File: src/rtl/demux1to9v.sv
// rtl/demux1to9v.sv - 1-to-9 valid/ready demux with one registered slot per destination
// Optional saturating drop counter enabled by macro DEMUX1TO9V_ERRCNT_EN
module demux1to9v #(
    parameter int WIDTH = 16
) (
    input  logic             clk,
    input  logic             reset,
    input  logic [WIDTH-1:0] din,
    input  logic [3:0]       sel,
    input  logic             in_valid,
    output logic             in_ready,
    output logic [WIDTH-1:0] a,
    output logic [WIDTH-1:0] b,
    output logic [WIDTH-1:0] c,
    output logic [WIDTH-1:0] d,
    output logic [WIDTH-1:0] e,
    output logic [WIDTH-1:0] f,
    output logic [WIDTH-1:0] g,
    output logic [WIDTH-1:0] h,
    output logic [WIDTH-1:0] i,
    output logic [8:0]       out_valid,
    input  logic [8:0]       out_ready,
    output logic             err,
    output logic [7:0]       err_cnt
);

    logic             sel_ok;
    logic [8:0]       sel_oh;
    logic [8:0]       load;
    logic             accept;
    logic [WIDTH-1:0] data_q [9];
    logic [8:0]       valid_q;
    logic [8:0]       valid_d;
    logic             err_q;
    logic             err_d;

    // Only the selected port's slot gates acceptance; invalid selects are always taken and dropped.
    always_comb begin
        sel_ok   = (sel <= 4'd8);
        sel_oh   = sel_ok ? (9'd1 << sel) : 9'd0;
        in_ready = sel_ok ? |(sel_oh & (~valid_q | out_ready)) : 1'b1;
        accept   = in_valid & in_ready;
        load     = accept ? sel_oh : 9'd0;
        valid_d  = (valid_q & ~out_ready) | load;
        err_d    = accept & ~sel_ok;
    end

    always_ff @(posedge clk) begin
        if (reset) begin
            valid_q <= 9'd0;
            err_q   <= 1'b0;
            for (int k = 0; k < 9; k++) begin
                data_q[k] <= '0;
            end
        end else begin
            valid_q <= valid_d;
            err_q   <= err_d;
            for (int k = 0; k < 9; k++) begin
                if (load[k]) begin
                    data_q[k] <= din;
                end
            end
        end
    end

`ifdef DEMUX1TO9V_ERRCNT_EN
    logic [7:0] cnt_q;

    // Counts on the same edge that raises err, so err and the new count appear together.
    always_ff @(posedge clk) begin
        if (reset) begin
            cnt_q <= 8'd0;
        end else if (err_d && (cnt_q != 8'hFF)) begin
            cnt_q <= cnt_q + 8'd1;
        end
    end

    assign err_cnt = cnt_q;
`else
    assign err_cnt = 8'd0;
`endif

    assign a         = data_q[0];
    assign b         = data_q[1];
    assign c         = data_q[2];
    assign d         = data_q[3];
    assign e         = data_q[4];
    assign f         = data_q[5];
    assign g         = data_q[6];
    assign h         = data_q[7];
    assign i         = data_q[8];
    assign out_valid = valid_q;
    assign err       = err_q;

endmodule

File: config.mk
export PLATFORM = sky130hd
export DESIGN_NAME = demux1to9v
export DESIGN_NICKNAME = d
export VERILOG_FILES = /design/src/rtl/demux1to9v.sv
export SDC_FILE = /design/constraint.sdc
export NUM_CORES = 1
export LEC_CHECK = 0
export ABC_AREA = 1
export CORE_MARGIN = 5
export CORE_UTILIZATION = 48
export DETAILED_ROUTE_END_ITERATION = 8
export PLACE_DENSITY_LB_ADDON = 0.12
export REMOVE_ABC_BUFFERS = 1
export SETUP_SLACK_MARGIN = 0.2
export SLEW_MARGIN = 40
export SYNTH_ARGS = -nofsm -noshare
export SYNTH_HDL_FRONTEND = slang
export SYNTH_SLANG_ARGS = --single-unit
File: constraint.sdc
create_clock -name clk -period 4.48 [get_ports clk]
set_clock_uncertainty 0.2 [all_clocks]
set_input_delay 0.672 -clock clk [delete_from_list [all_inputs] [get_ports clk]]
set_output_delay 0.672 -clock clk [all_outputs]
set_load 0.01 [all_outputs]
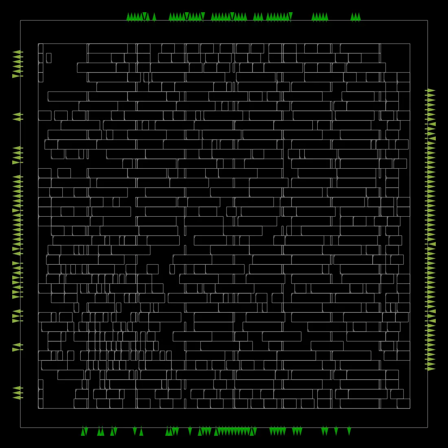
Figure 1: run 1, placed standard cells.
seq_cells: 154
FILL cells: 735
final instance count without filler cells: 652

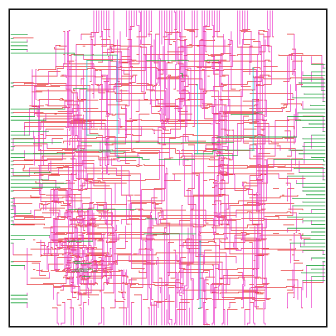
Figure 2: run 1, signal wires by layer.
Key: cyan = M4 [wire length 144 um]; green = M3 [wire length 1050 um]; magenta = M2 [wire length 6790 um]; red = M1 [wire length 5390 um]

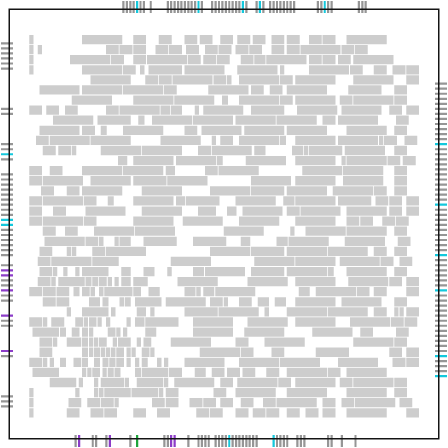
Figure 3: run 1, ports around the boundary.
Pins as bars across the die edge, other pins in gray.
Key: purple = out_valid [pins 9, direction output, edge 5 left, 4 bottom]; cyan = c [pins 16, direction output, edge 6 right, 5 top, 3 left, 2 bottom]; green = in_valid [pins 1, direction input, edge bottom]
All pins by edge: 59 right, 49 top, 45 left, 42 bottom.
Die Height: 115 um
die width: 115 um
PortBufs: 186

==> flow_summary.json, run 1 <==
{
  "diodes": 0,
  "max_slew_margin": 0.598,
  "critPathKind": "primary input to output pin",
  "drcViolationCount": 0,
  "grtUsageTotal": 0.207,
  "timing.final.crit_share": 0.777,
  "tightestPinTransition_ns": 0.601,
  "vias": 3203,
  "post_cts_resized": 0,
  "finalWorstPathRequiredPeriod_ns": 3.48,
  "path_clk_slew_ns": 0.06,
  "cts_tree": "yes",
  "ys.warnings.count": 0,
  "hold_viol_final": 0,
  "post_cts_buffers": 0,
  "setup_viol": 0,
  "grt_pass1_vias": 3287,
  "top_area_cell": "edfxtp_1",
  "timing.rr.start": "out_valid[0]",
  "dp_slack_ns": 0.763,
  "grt_max_degree": 19,
  "worstHoldPathType": "flip-flop to flip-flop",
  "rsz0062_at_grt": "false",
  "p_per_area_mw_per_mm2": 444,
  "ant_nets": 0,
  "hp-start": "out_valid[3]",
  "grt_pass1_wl_um": 19700,
  "ys_chip_area_mm2": 0.00533,
  "post_drt_wl_per_cell_um": 20.5,
  "fin_nets": 532,
  "post_synth.cell_area_avg_um2": 17.8,
  "path_common_cell": "clkdlybuf4s50_1",
  "dieArea_mm2": 0.0133,
  "worst_r2r_path_depth": 9,
  "hpwl_um": 9040,
  "cp_max_fo": 8,
  "max_cap_viol_count": 0,
  "htree_levels": 4,
  "cts-root-buf": "clkbuf_8",
  "syn_inst": 299,
  "peakVddDrop_uv": 330,
  "outcome": "finished, final reports clean",
  "cpMaxStageDelayCell": "clkdlybuf4s50_1",
  "leakagePower_nw": 2.87,
  "insertion_delay_ns": 0.52,
  "cts_buffers": 17,
  "startpoint_type": "primary input",
  "vias_per_cell": 4.91,
  "cts_hold_buf": 0,
  "synth_cell_type_count": 29,
  "clockBufferDepth": 2,
  "io_pins": 195,
  "cts.sinks": 154,
  "log.warning_count": 25,
  "cp_cell_sequence": "clkdlybuf4s50_1, nor2_4, nand3_1, nand2_1, nor2_2, nand3_4, clkdlybuf4s50_1",
  "ys_cells": 299,
  "synth_seq_share": 0.848,
  "cp.required_ns": 3.61,
  "wl_met1_um": 5390,
  "drtPass1Iterations": 7,
  "r2r_slack_ns": 2.05,
  "holdPathEnd": "out_valid[3]",
  "fp_util": 0.490,
  "wl_met3_um": 1050,
  "grt_overflow": 0,
  "drive_gt1_frac": 0.127,
  "core_mm2": 0.0109,
  "area_delta_synth_final_pct": 48.3,
  "wl_met2_um": 6790,
  "area_leaders": "edfxtp_1 81%, dfxtp_1 3.8%, nand2_1 2.7%",
  "antenna_found_initial": 0,
  "synth_flops": 154,
  "drv_slew": 0,
  "timing.rr.end": "data_q[0][84]",
  "slowest_delay_ns": 0.83,
  "cp-end-kind": "output pin",
  "gp_congestion": 0.848,
  "top_layer": "met4",
  "fp-row-count": 38,
  "drt-initial-drc-count": 201,
  "max_freq_mhz": 287,
  "min_path_cells": 2,
  "cp.arrival_ns": 2.61,
  "netlist_area_mm2": 0.00533,
  "layout_setup_ws_ns": 1.00,
  "setup_tns_ns": 0,
  "totalWireLength_um": 13400,
  "top_cell_area_share": 0.811
}
run 1: sequential cells by signal, indices dropped and copies added (netlist names):
| register | count |
|---|---|
| err | 1 |
| data_q | 144 |
| out_valid | 9 |
run 1: report_power, final:
part / internal [mW] / switching (mW)
clock network: 0.848 / 0.557
logic: 0.202 / 0.185
registers: 1.69 / 0.0370
total: 2.74 / 0.779
run 1: critical path: cells and delay by family:
family | cells | cell delay, ns
and+or+nand+nor | 5 | 0.59
buffers and inverters | 2 | 1.35
run 1: Yosys cell counts (all sizes together):
library cell  count
conb              1
nand4             2
a21oi            16
o211ai            4
nor3              2
nor2             13
edfxtp          144
nand2            40
buf              11
inv              32
nand3             9
nor4              2
clkbuf            3
o21ai            10
dfxtp            10
run 1: worst max path at each step:
stage                                end  slack [ns]    from  depth (start not counted)
final                           in_ready        1.00  sel[3]                          7
after global routing            in_ready        0.89  sel[3]                          7
after detailed placement   data_q[0][35]        0.76  sel[3]                         10
after global placement    data_q[0][120]        0.90  sel[3]                         10
after CTS                       in_ready        1.02  sel[3]                          7
after floorplan           data_q[0][128]        1.86  sel[0]                          9
run 1: metal layers:
layer,global-route usage,vias to the layer above
li1,-,1465
met1,0.266,1571
met2,0.343,155
met3,0.0626,12
met4,0.0642,0
met5,0,-
run 1: kinds of logic (layout without fill, tap and decap cells):
| group | count (synthesis) | after routing | synth area share |
|---|---|---|---|
| DFF | 154 | 154 | 0.848 |
| and+or+nand+nor | 68 | 68 | 0.0683 |
| buffers and inverters | 46 | 252 | 0.0448 |
| AOI/OAI and AO/OA | 30 | 30 | 0.0378 |
| other | 1 | 8 | 0.000703 |
run 1: metrics by stage:
stage / area [um2] / std cells / hold slack (ns) / utilization / power, mW
final: 7910 / 652 / 0.304 / 0.727 / 3.51
after CTS: 7910 / 652 / 0.307 / 0.727 / 3.54
after floorplan: 5250 / 292 / 0.308 / - / 1.86
after detailed placement: 7320 / 621 / 0.295 / 0.672 / 2.14
after global routing: 7910 / 652 / 0.349 / 0.727 / 3.63
after global placement: 7300 / 621 / 0.304 / 0.671 / 2.14
run 1: final cells by class:
type,count,area [um2]
Fill cell,735,2980
Multi-Input combinational cell,106,613
Clock buffer,17,414
Tap cell,140,175
Clock inverter,14,174
Sequential cell,154,4520
Inverter,32,125
Timing Repair Buffer,189,1880
run 1: cells in the final DEF (no fill, tap or decap), types with 2 or more instances in the layout:
master	n
conb_1	8
a21oi_2	10
nor3_1	2
nor4_1	2
clkinvlp_4	3
o211ai_1	4
nor2_1	7
a21oi_1	6
clkinv_4	4
edfxtp_1	144
clkdlybuf4s50_1	186
o21ai_0	8
dfxtp_1	10
buf_4	3
nor2_2	3
nor2_8	2
nand2_2	8
nand3_1	8
inv_6	3
clkbuf_16	16
nand2_1	31
bufinv_16	3
inv_2	3
inv_1	28
==> inputs of run 2 (changes only) <==
CORE_UTILIZATION = 40   (was 48)
clock period = 3.2 ns   (was 4.48 ns; I/O delays follow)
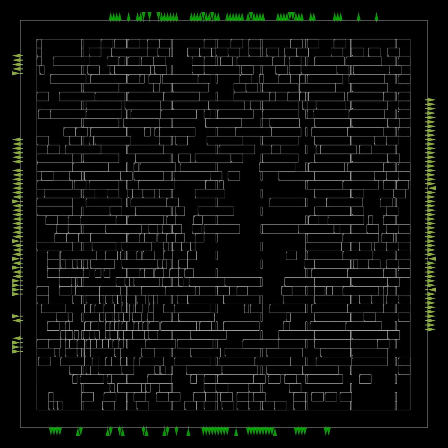
Figure 4: run 2, placed standard cells.
final instance count without filler cells: 709
Rows: 42
# Taps: 176
sequential cell area share: 0.563
Layout Utilization: 0.612

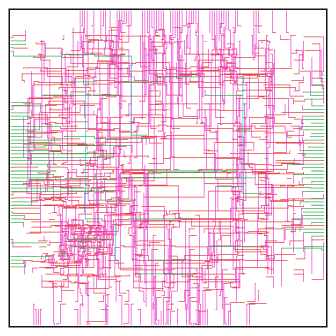
Figure 5: run 2, signal wires by layer.
Key: green = M3 [wire length 1380 um]; cyan = M4 [wire length 146 um]; magenta = M2 [wire length 7070 um]; red = M1 [wire length 5280 um]
via count: 3286
Global Route Usage Sum: 0.176

==> run 2 against run 1 <==
Die size is 18% higher. Cell area increased by 1.6%. Sequential power rose by about 40%. Non-clock buffer count increased by 20. Via count rose by 2.6%. Worst hold slack improved by 0.00096 ns. Utilization down 11 points. Sequential share of layout area fell by 0.93 points. First-iteration DRC count decreased by 1.5%. Critical path type unchanged. Critical endpoint unchanged. Highest routed layer unchanged.
==> flow_summary.json, run 2 <==
{
  "drt-initial-drc-count": 198,
  "core_mm2": 0.0131,
  "setup_tns_ns": 0,
  "synth_cell_type_count": 29,
  "log.warning_count": 25,
  "synthArstFlopShare": 0,
  "timing.final.crit_share": 0.900,
  "area_delta_synth_final_pct": 50.8,
  "htree_levels": 4,
  "dp_cells": 677,
  "critPathKind": "primary input to output pin",
  "cts_buffers": 17,
  "startpoint_type": "primary input",
  "cp-end-kind": "output pin",
  "regArea_mm2": 0.00452,
  "ys_sh_mux": 0,
  "post_drt_wl_per_cell_um": 19.6,
  "cts-root-buf": "clkbuf_16",
  "fp_util": 0.406,
  "cp.arrival_ns": 2.20,
  "area_leaders": "edfxtp_1 81%, dfxtp_1 3.8%, nand2_1 2.7%",
  "regMostFlops": "data_q",
  "max_freq_mhz": 347,
  "synth-edff-count": 144,
  "layout_setup_ws_ns": 0.321,
  "ys_sh_xor": 0,
  "peakVddDrop_uv": 367,
  "gp_congestion": 0.842,
  "cp_cell_sequence": "clkdlybuf4s50_1, inv_2, nor2_8, nand3_1, nand2_1, nor2_2, nand3_4, clkdlybuf4s50_1",
  "synth_dominant_cell_count": "edfxtp_1",
  "insertion_delay_ns": 0.41,
  "fill_cells": 1031,
  "hold_viol_final": 0,
  "finalPower_mw": 4.78,
  "grt_pass1_wl_um": 20300,
  "drive_gt1_frac": 0.146,
  "aoi_share": 0.0378,
  "simple_gate_area_frac": 0.0683,
  "syn_inst": 299,
  "grt_max_degree": 17,
  "p_per_area_mw_per_mm2": 595,
  "top_cell_area_share": 0.811,
  "path_clk_slew_ns": 0.06,
  "post_synth.cell_area_avg_um2": 17.8,
  "io_buffer_count": 186,
  "clockBufferDepth": 2,
  "antenna_found_initial": 0,
  "leakagePower_nw": 2.94,
  "die_h_um": 125,
  "cpMaxStageDelayCell": "clkdlybuf4s50_1",
  "ys_chip_area_mm2": 0.00533,
  "synthAdderAreaFrac": 0,
  "cp_max_fo": 8,
  "hpwl_um": 9990,
  "drv_slew": 0,
  "fin_nets": 552,
  "worstHoldPathType": "flip-flop to flip-flop",
  "ys.warnings.count": 0,
  "grt_overflow": 0,
  "drtPass1Iterations": 4,
  "tightestPinTransition_ns": 0.598,
  "finalWorstPathRequiredPeriod_ns": 2.88,
  "dieArea_mm2": 0.0157,
  "io_pins": 195,
  "path_common_cell": "clkdlybuf4s50_1",
  "grt_pass1_vias": 3468,
  "outcome": "finished, final reports clean",
  "ys_top_cells_by_count": "144 x edfxtp_1, 38 x nand2_1, 28 x inv_1",
  "r2r_slack_ns": 0.90,
  "synth_flops": 154
}
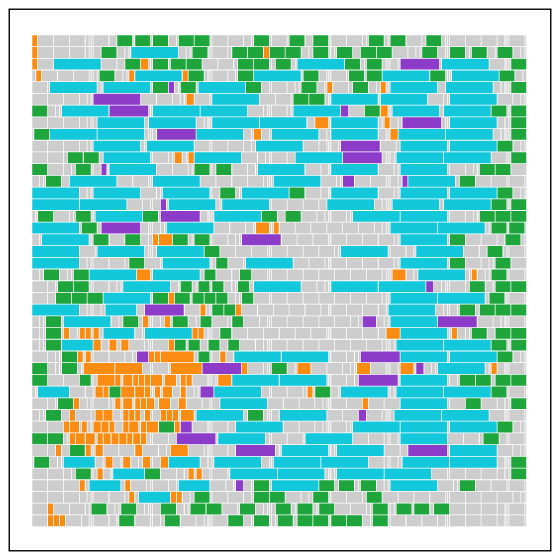
Figure 6: run 2, placement by cell class.
Fill, decap, tap and diode cells in gray.
Key: green = remaining buffers and delay cells [cells 209, share of their area 26%]; cyan = registers [cells 154, share of their area 58%]; orange = remaining logic cells [cells 138, share of their area 9.3%]; purple = clock drivers and dummy loads [cells 32, share of their area 6.8%]

-- run 2: cell counts after synthesis --
Identical to the previous run, type by type.
-- run 2: repair_timing --
action                     CTS  global route
hold buffers                 0             0
setup endpoints to repair    0             1
resized                      0             2
-- run 2: layout make-up --
type | count | share of cell area
timing repair buffer | 209 | 0.253
inverter | 32 | 0.0156
sequential | 154 | 0.563
clock buffer | 19 | 0.0538
clock inverter | 13 | 0.0128
tap | 176 | 0.0274
multi-input combinational | 106 | 0.0747
-- run 2: routing by layer --
metal / routed length (um) / GRT usage / vias up
met5: 0 / 0 / -
met4: 146 / 0.0606 / 0
met2: 7070 / 0.292 / 152
met3: 1380 / 0.0772 / 12
li1: - / - / 1507
met1: 5280 / 0.204 / 1615
-- run 2: tightest hold or removal path, delay by kind of cell (launching register included) --
kind | cells | cell delay (ns)
flops | 1 | 0.31
simple gates | 1 | 0.08
compound gates | 1 | 0.07
-- run 2: logic make-up (layout without fill, tap and decap cells) --
kind of cell | Yosys count | in the layout
AND/OR/NAND/NOR | 68 | 68
buffers and inverters | 46 | 273
AND-OR/OR-AND | 30 | 30
other | 1 | 8
flip-flops | 154 | 154
-- run 2: per-stage QoR --
step                cell area, um2  hold slack, ns
global placement              7500           0.304
finish                        8040           0.305
floorplan                     5250           0.308
detailed placement            7500           0.295
CTS                           8040           0.313
global route                  8040           0.343
-- run 2: final timing paths --
path,start,to,depth (start not counted)
min,out_valid[2],out_valid[2],2
min reg2reg,out_valid[2],out_valid[2],2
max,sel[2],in_ready,8
max reg2reg,out_valid[0],data_q[0][128],9
-- run 2: power by group --
| part | switching [mW] | leakage, nW | total, mW | internal, mW |
|---|---|---|---|---|
| registers | 0.0473 | 1.46 | 2.41 | 2.36 |
| logic | 0.266 | 1.23 | 0.563 | 0.298 |
| clock network | 0.756 | 0.258 | 1.81 | 1.06 |
==> inputs of run 3 (changes only) <==
CORE_UTILIZATION = 30   (was 40)
CTS_BUF_LIST = sky130_fd_sc_hd__clkbuf_16   (was unset)
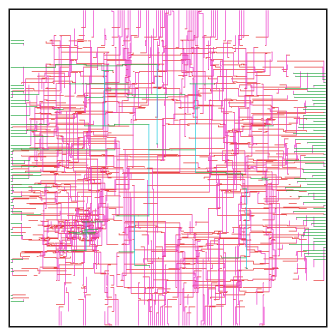
Figure 7: run 3, signal wires by layer.
Key: cyan = M4 [wire length 214 um]; red = M1 [wire length 6530 um]; green = M3 [wire length 1270 um]; magenta = M2 [wire length 7000 um]
via count: 3292
Global Route Usage Sum: 0.148
final WL: 15000 um
routed wire length per instance: 19.9 um

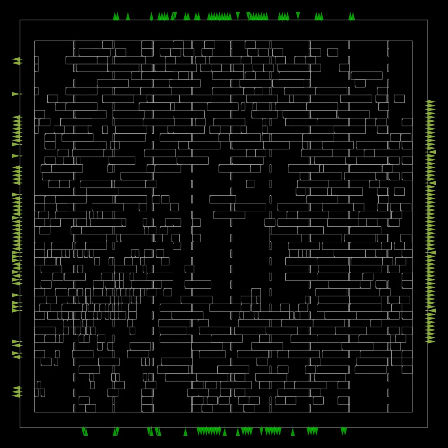
Figure 8: run 3, placed standard cells.
# Taps: 225
Rows: 48

==> run 3 against run 2 <==
Wire length increased by 8.2%. Critical path depth decreased by 1. Largest power group unchanged. Worst hold slack improved by 0.020 ns.
==> flow_summary.json, run 3 <==
{
  "syn_inst": 299,
  "io_pins": 195,
  "ys_top_cells_by_count": "144 x edfxtp_1, 38 x nand2_1, 28 x inv_1",
  "synth_dominant_cell_count": "edfxtp_1",
  "synth_seq_share": 0.848,
  "cts.sinks": 154,
  "cts_tree": "yes",
  "largest_reg_flops": 144,
  "drv_slew": 0,
  "cts_buffers": 17,
  "finalWorstPathRequiredPeriod_ns": 2.86,
  "ys_chip_area_mm2": 0.00533,
  "grt_pass1_wl_um": 21700,
  "max_slew_margin": 0.609,
  "ys_cells": 299,
  "cts-root-buf": "clkbuf_16",
  "max_cap_viol_count": 0,
  "cp.required_ns": 2.52,
  "post_synth.cell_area_avg_um2": 17.8,
  "drtPass1Iterations": 4,
  "io_buffer_count": 186,
  "log.warning_count": 25,
  "fin_nets": 551,
  "synth-edff-count": 144,
  "insertion_delay_ns": 0.42,
  "tightestPinTransition_ns": 0.587,
  "grt_max_degree": 17,
  "critPathKind": "primary input to output pin",
  "startpoint_type": "primary input",
  "hold_viol_final": 0,
  "outcome": "finished, final reports clean",
  "die_h_um": 143,
  "worst_r2r_path_depth": 9,
  "diodes": 0,
  "drcViolationCount": 0,
  "drive_gt1_frac": 0.147,
  "max_freq_mhz": 350,
  "min_path_cells": 2,
  "setup_tns_ns": 0,
  "hpwl_um": 10700,
  "synth_cell_type_count": 29,
  "core_mm2": 0.0174,
  "mostFrequentLayoutCells": "186 x clkdlybuf4s50_1, 144 x edfxtp_1, 38 x nand2_1",
  "grt_overflow": 0,
  "holdWs_ns": 0.326,
  "regMostFlops": "data_q",
  "top_area_cell": "edfxtp_1",
  "clockBufferDepth": 2,
  "fp_util": 0.307,
  "layout.cells.most_common": "clkdlybuf4s50_1",
  "ys.warnings.count": 0,
  "antenna_found_initial": 0,
  "flop_cell": "edfxtp_1",
  "ant_nets": 0,
  "top_cell_area_share": 0.811,
  "synthArstFlopShare": 0,
  "worstHoldPathType": "flip-flop to flip-flop",
  "gp_congestion": 0.845,
  "timing.final.crit_share": 0.892,
  "cp.arrival_ns": 2.18,
  "leakagePower_nw": 2.96,
  "htree_levels": 4,
  "grt_pass1_vias": 3434,
  "synth_flops": 154,
  "area_leaders": "edfxtp_1 81%, dfxtp_1 3.8%, nand2_1 2.7%",
  "cp-end-kind": "output pin",
  "vias_per_cell": 4.36,
  "area_delta_synth_final_pct": 52.6,
  "die_x_um": 143,
  "rsz0062_at_grt": "false",
  "path_clk_slew_ns": 0.06,
  "netlist_area_mm2": 0.00533,
  "dieArea_mm2": 0.0205,
  "setup_viol": 0,
  "peakVddDrop_uv": 364,
  "drt-initial-drc-count": 253,
  "p_per_area_mw_per_mm2": 608,
  "cp_max_fo": 6
}
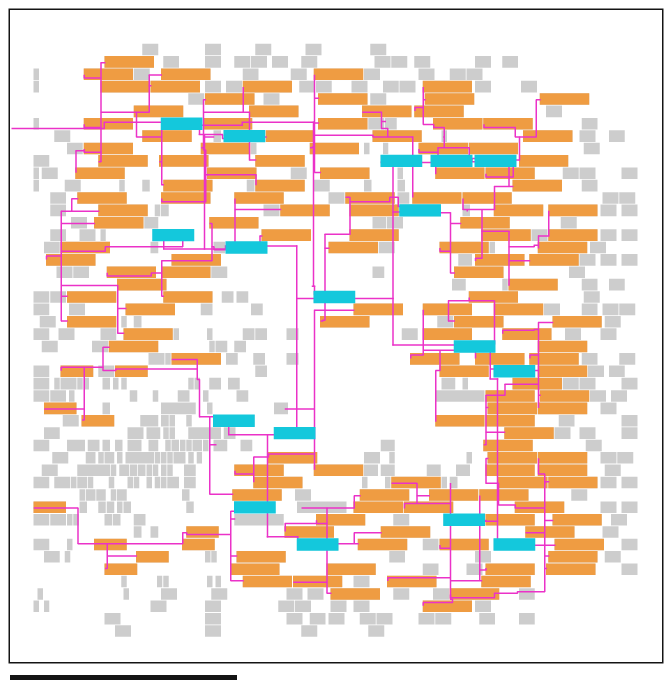
Figure 9: run 3, routed clock nets over the placement.
The bar under the picture is 50 um long.
Key: orange = flip-flops [count 154]; cyan = clock-net drivers [count 17]; magenta = clock wires [length 1800 um]
Position of the flops: spread over the die. There are 18 routed clock nets.

## run 3: final timing paths
check / from / endpoint / slack [ns]
worst max-delay path: sel[3] / in_ready / 0.34
worst min-delay path: out_valid[8] / out_valid[8] / 0.33
worst max register to register: out_valid[3] / data_q[0][18] / 0.97
worst min register to register: out_valid[8] / out_valid[8] / 0.33
## run 3: kinds of logic after synthesis
logic type | after synthesis | synth area share
simple gates | 68 | 0.0683
flops | 154 | 0.848
other cells | 1 | 0.000703
buf+inv | 46 | 0.0448
compound gates | 30 | 0.0378
## run 3: metrics by stage
stage | setup WS, ns | utilization | instances | power, mW | area (um2)
CTS | 0.304 | 0.469 | 755 | 5.01 | 8130
global placement | 0.120 | 0.435 | 725 | 3.03 | 7550
detailed placement | 0.0338 | 0.435 | 725 | 3.03 | 7550
global route | 0.229 | 0.469 | 755 | 5.13 | 8140
finish | 0.344 | 0.469 | 755 | 4.95 | 8140
floorplan | 0.774 | - | 292 | 2.61 | 5250
## run 3: final cells by class
type	instances	area (um2)
clock inverters	13	154
flip-flops and latches	154	4520
fillers	1513	9220
repair buffers	208	2030
well taps	225	282
inverters	32	125
multi-input cells	106	601
clock buffers	17	425
## run 3: timing repair
action,CTS,global route
setup endpoints to repair,0,1
hold buffers,0,0
buffers inserted,0,0
gates resized,0,2
## run 3: worst max-delay path: stages
cell	delay, ns
clkdlybuf4s50_1	0.65
nor2_4	0.10
nand3_1	0.09
nand2_1	0.06
nor2_2	0.15
nand3_4	0.13
clkdlybuf4s50_1	0.52
## run 3: power breakdown
part	internal, mW	leakage (nW)	switching [mW]	total [mW]
Sequential	2.36	1.46	0.0493	2.41
Clock	1.21	0.282	0.766	1.98
Combinational	0.298	1.23	0.267	0.565
Total	3.87	2.96	1.08	4.95
## run 3: routing by layer
layer | up-vias | track usage | wire (um)
met3 | 19 | 0.0486 | 1270
met1 | 1608 | 0.198 | 6530
met4 | 0 | 0.0486 | 214
met5 | - | 0 | 0
met2 | 164 | 0.229 | 7000
li1 | 1501 | - | -
Power is estimated from default activity; no workload was simulated.
